==> src/rtl/mem_pkg.sv <==
// rtl/mem_pkg.sv - shared types and size constants for the memory responder
//
// Contents:
//   DEF_WORD_W / DEF_OP_W  default datapath and opcode field widths
//   DEF_ADDR_W             address width = operand field width
//   DEF_DEPTH              number of stored words
//   state_t                responder FSM states
package mem_pkg;

  localparam int DEF_WORD_W = 8;
  localparam int DEF_OP_W   = 3;
  localparam int DEF_ADDR_W = DEF_WORD_W - DEF_OP_W;
  localparam int DEF_DEPTH  = 2 ** DEF_ADDR_W;

  typedef enum logic {
    IDLE = 1'b0,
    LOAD = 1'b1
  } state_t;

endpackage

==> src/rtl/mem_array.sv <==
// rtl/mem_array.sv - DEPTH x WORD_W store, one sync write port, one sync read port
//
// Ports:
//   clock    in   rising-edge clock
//   we       in   write enable
//   waddr    in   write address
//   wd       in   write data
//   re       in   read enable; rd updates only when set
//   raddr    in   read address
//   rd       out  registered read data, holds between reads
// The storage and the read register are deliberately not reset so that
// contents survive a CPU reset.
module mem_array #(
  parameter int WORD_W = 8,
  parameter int ADDR_W = 5,
  parameter int DEPTH  = 32
) (
  input  logic              clock,
  input  logic              we,
  input  logic [ADDR_W-1:0] waddr,
  input  logic [WORD_W-1:0] wd,
  input  logic              re,
  input  logic [ADDR_W-1:0] raddr,
  output logic [WORD_W-1:0] rd
);

  logic [WORD_W-1:0] mem [DEPTH];

  always_ff @(posedge clock) begin
    if (we) begin
      mem[waddr] <= wd;
    end
    if (re) begin
      rd <= mem[raddr];
    end
  end

endmodule

==> src/rtl/mem_responder.sv <==
// rtl/mem_responder.sv - CPU memory-bus responder with host stream loader
//
// Ports:
//   clock       in   system clock, rising edge
//   reset       in   asynchronous active-high reset
//   CS          in   chip select from the sequencer
//   R_NW        in   1 = read, 0 = write (while CS=1)
//   addr        in   word address from the MAR
//   wdata       in   write data from the MDR
//   rdata       out  read data, valid the cycle after a read is sampled
//   rvalid      out  one-cycle pulse when rdata was updated by a read
//   ld_start    in   request a full-array load (ignored unless idle, CS=0)
//   ld_valid    in   loader beat strobe
//   ld_data     in   loader beat data
//   ld_busy     out  load in progress; CPU accesses are refused
//   ld_done     out  one-cycle pulse after the final load beat
//   access_err  out  one-cycle pulse after a refused CPU access
module mem_responder
  import mem_pkg::*;
#(
  parameter int WORD_W = DEF_WORD_W,
  parameter int OP_W   = DEF_OP_W,
  parameter int ADDR_W = WORD_W - OP_W,
  parameter int DEPTH  = 2 ** ADDR_W
) (
  input  logic              clock,
  input  logic              reset,
  input  logic              CS,
  input  logic              R_NW,
  input  logic [ADDR_W-1:0] addr,
  input  logic [WORD_W-1:0] wdata,
  output logic [WORD_W-1:0] rdata,
  output logic              rvalid,
  input  logic              ld_start,
  input  logic              ld_valid,
  input  logic [WORD_W-1:0] ld_data,
  output logic              ld_busy,
  output logic              ld_done,
  output logic              access_err
);

  localparam logic [ADDR_W-1:0] LAST_ADDR = ADDR_W'(DEPTH - 1);

  state_t            state_q, state_d;
  logic [ADDR_W-1:0] ld_addr_q, ld_addr_d;
  logic              rvalid_q, ld_done_q, access_err_q;
  logic              done_d, err_d;
  // Set by the first read after reset; gates the unreset array read
  // register so rdata reads 0 out of reset and holds afterwards.
  logic              rd_seen_q;

  logic              mem_we;
  logic [ADDR_W-1:0] mem_waddr;
  logic [WORD_W-1:0] mem_wd;
  logic              mem_re;
  logic [WORD_W-1:0] mem_rd;

  always_ff @(posedge clock or posedge reset) begin
    if (reset) begin
      state_q      <= IDLE;
      ld_addr_q    <= '0;
      rvalid_q     <= 1'b0;
      ld_done_q    <= 1'b0;
      access_err_q <= 1'b0;
      rd_seen_q    <= 1'b0;
    end else begin
      state_q      <= state_d;
      ld_addr_q    <= ld_addr_d;
      rvalid_q     <= mem_re;
      ld_done_q    <= done_d;
      access_err_q <= err_d;
      if (mem_re) begin
        rd_seen_q <= 1'b1;
      end
    end
  end

  // Next state plus the write-port mux: the CPU owns the port in IDLE,
  // the loader owns it in LOAD.
  always_comb begin
    state_d   = state_q;
    ld_addr_d = ld_addr_q;
    mem_we    = 1'b0;
    mem_waddr = addr;
    mem_wd    = wdata;
    mem_re    = 1'b0;
    done_d    = 1'b0;
    err_d     = 1'b0;
    unique case (state_q)
      IDLE: begin
        if (CS) begin
          // A CPU access wins over a simultaneous ld_start, which is dropped.
          if (R_NW) begin
            mem_re = 1'b1;
          end else begin
            mem_we = 1'b1;
          end
        end else if (ld_start) begin
          state_d   = LOAD;
          ld_addr_d = '0;
        end
      end
      LOAD: begin
        if (CS) begin
          err_d = 1'b1;
        end
        if (ld_valid) begin
          mem_we    = 1'b1;
          mem_waddr = ld_addr_q;
          mem_wd    = ld_data;
          ld_addr_d = ld_addr_q + ADDR_W'(1);
          if (ld_addr_q == LAST_ADDR) begin
            state_d = IDLE;
            done_d  = 1'b1;
          end
        end
      end
      default: begin
        state_d = IDLE;
      end
    endcase
  end

  mem_array #(
    .WORD_W(WORD_W),
    .ADDR_W(ADDR_W),
    .DEPTH (DEPTH)
  ) u_array (
    .clock(clock),
    .we   (mem_we),
    .waddr(mem_waddr),
    .wd   (mem_wd),
    .re   (mem_re),
    .raddr(addr),
    .rd   (mem_rd)
  );

  assign rdata      = rd_seen_q ? mem_rd : '0;
  assign rvalid     = rvalid_q;
  assign ld_busy    = (state_q == LOAD);
  assign ld_done    = ld_done_q;
  assign access_err = access_err_q;

endmodule

==> config.mk <==
export PLATFORM = sky130hd
export DESIGN_NAME = mem_responder
export DESIGN_NICKNAME = d
export VERILOG_FILES = /design/src/rtl/mem_pkg.sv /design/src/rtl/mem_array.sv /design/src/rtl/mem_responder.sv
export SDC_FILE = /design/constraint.sdc
export NUM_CORES = 1
export LEC_CHECK = 0
export CAP_MARGIN = 10
export CORE_AREA = 5 5 162 125
export CTS_CLUSTER_DIAMETER = 150
export DETAILED_ROUTE_END_ITERATION = 8
export DIE_AREA = 0 0 167 130
export MAX_ROUTING_LAYER = met4
export PLACE_DENSITY = 0.76
export SLEW_MARGIN = 20
export SYNTH_ARGS = -nofsm -noshare
export SYNTH_HDL_FRONTEND = slang
export SYNTH_SLANG_ARGS = --single-unit
==> constraint.sdc <==
create_clock -name clock -period 2.6 [get_ports clock]
set_input_delay 0.78 -clock clock [delete_from_list [all_inputs] [get_ports clock]]
set_output_delay 0.78 -clock clock [all_outputs]
set_load 0.01 [all_outputs]
**Placement by cell class**

(1.5 px per micron)
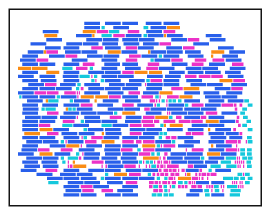
[cyan] other buffers and delay cells | cells: 110 | share of their area: 8.9%
[magenta] combinational and other logic | cells: 216 | share of their area: 20%
[blue] flops | cells: 274 | share of their area: 64%
[orange] clock drivers and dummy loads | cells: 45 | share of their area: 6.7%
std cell rows: 43
Final Instance Area: 13100 sq um
sequential share of cell area: 0.626
core area: 18300 sq um
Final Util: 0.713

**I/O nets highlighted**

(3 px per micron)
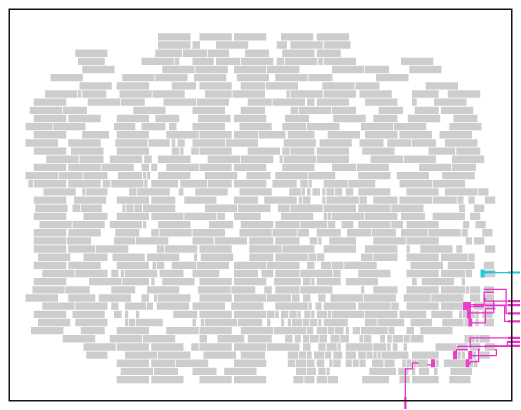
[magenta] wdata | bits: 8 | direction: input | end cells: 8 | wire: 184 microns
[cyan] reset | bits: 1 | direction: input | end cells: 1 | wire: 12.9 microns

==> results.toml <==
# yosys + openroad results
[logic_synthesis]
yosys.area.top_type_share = 0.727
ys_ff = 274

[finish]
nClkBuffers = 31
clk_share = 0.0657
drive_gt1_frac = 0.319

[clock_network]
cts_resized = 0
cts_root_buffer = "clkbuf_16"
cts.path.max_buffers = 3
clkTransAtPathRegs_ns = 0.06
clock_latency_ns = 0.52

[setup_path]
r2r_end = "u_array.mem[0][7]"
cp_slowest_cell = "clkdlybuf4s50_1"
cp.arrival_ns = 1.68

[power]
power.total_mw = 10.5

[timing]
final-setup-viol-count = 0
fmax_ghz = 0.407
holdWs_ns = 0.556

[drt]
wl_per_cell_microns = 28.2

[global_routing]
grt_overflow_total = 0

[status]
status = "complete, no violations"
**Placed standard cells**

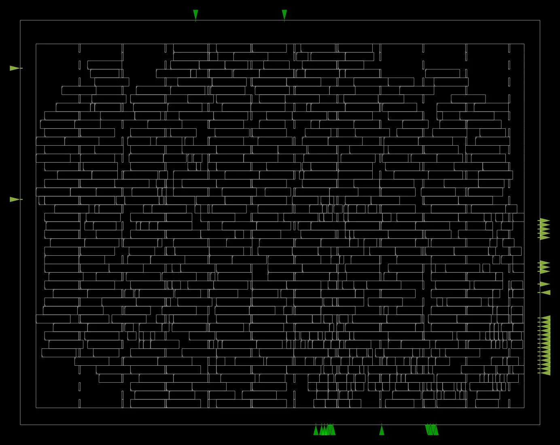
Flops: 274
final cell count without fillers: 892

**Sequential cells grouped by signal name**

(1.5 px per micron) Other sequential cells in the stronger grey, the rest of the logic in the fainter grey.
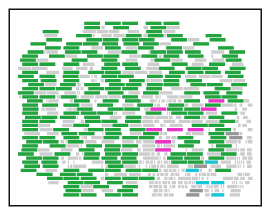
[magenta] u_array.rd | sequential cells: 8
[cyan] ld_addr_q | sequential cells: 5 | where: bottom right
[green] u_array.mem | sequential cells: 256 | where: widely spread
not coloured: 5

## power by group
group / internal (mW) / switching (mW)
registers: 5.19 / 0.135
logic: 0.608 / 0.796
clock network: 2.28 / 1.53
total: 8.07 / 2.46
## how the worst max path moves through the flow
| stage | start | endpoint | slack (ns) | depth (start not counted) |
|---|---|---|---|---|
| 3_5_place_dp | addr[0] | u_array.rd[3] | -0.22 | 6 |
| 3_3_place_gp | addr[0] | u_array.rd[6] | -0.22 | 5 |
| 2_1_floorplan | addr[1] | u_array.mem[10][0] | -0.08 | 5 |
| 5_1_grt | ld_busy | ld_busy | 0.07 | 1 |
| 6_report | ld_busy | ld_busy | 0.14 | 1 |
| 4_1_cts | ld_busy | ld_busy | 0.14 | 1 |
Power figures rest on the tool's default switching activity, not on a simulated workload.
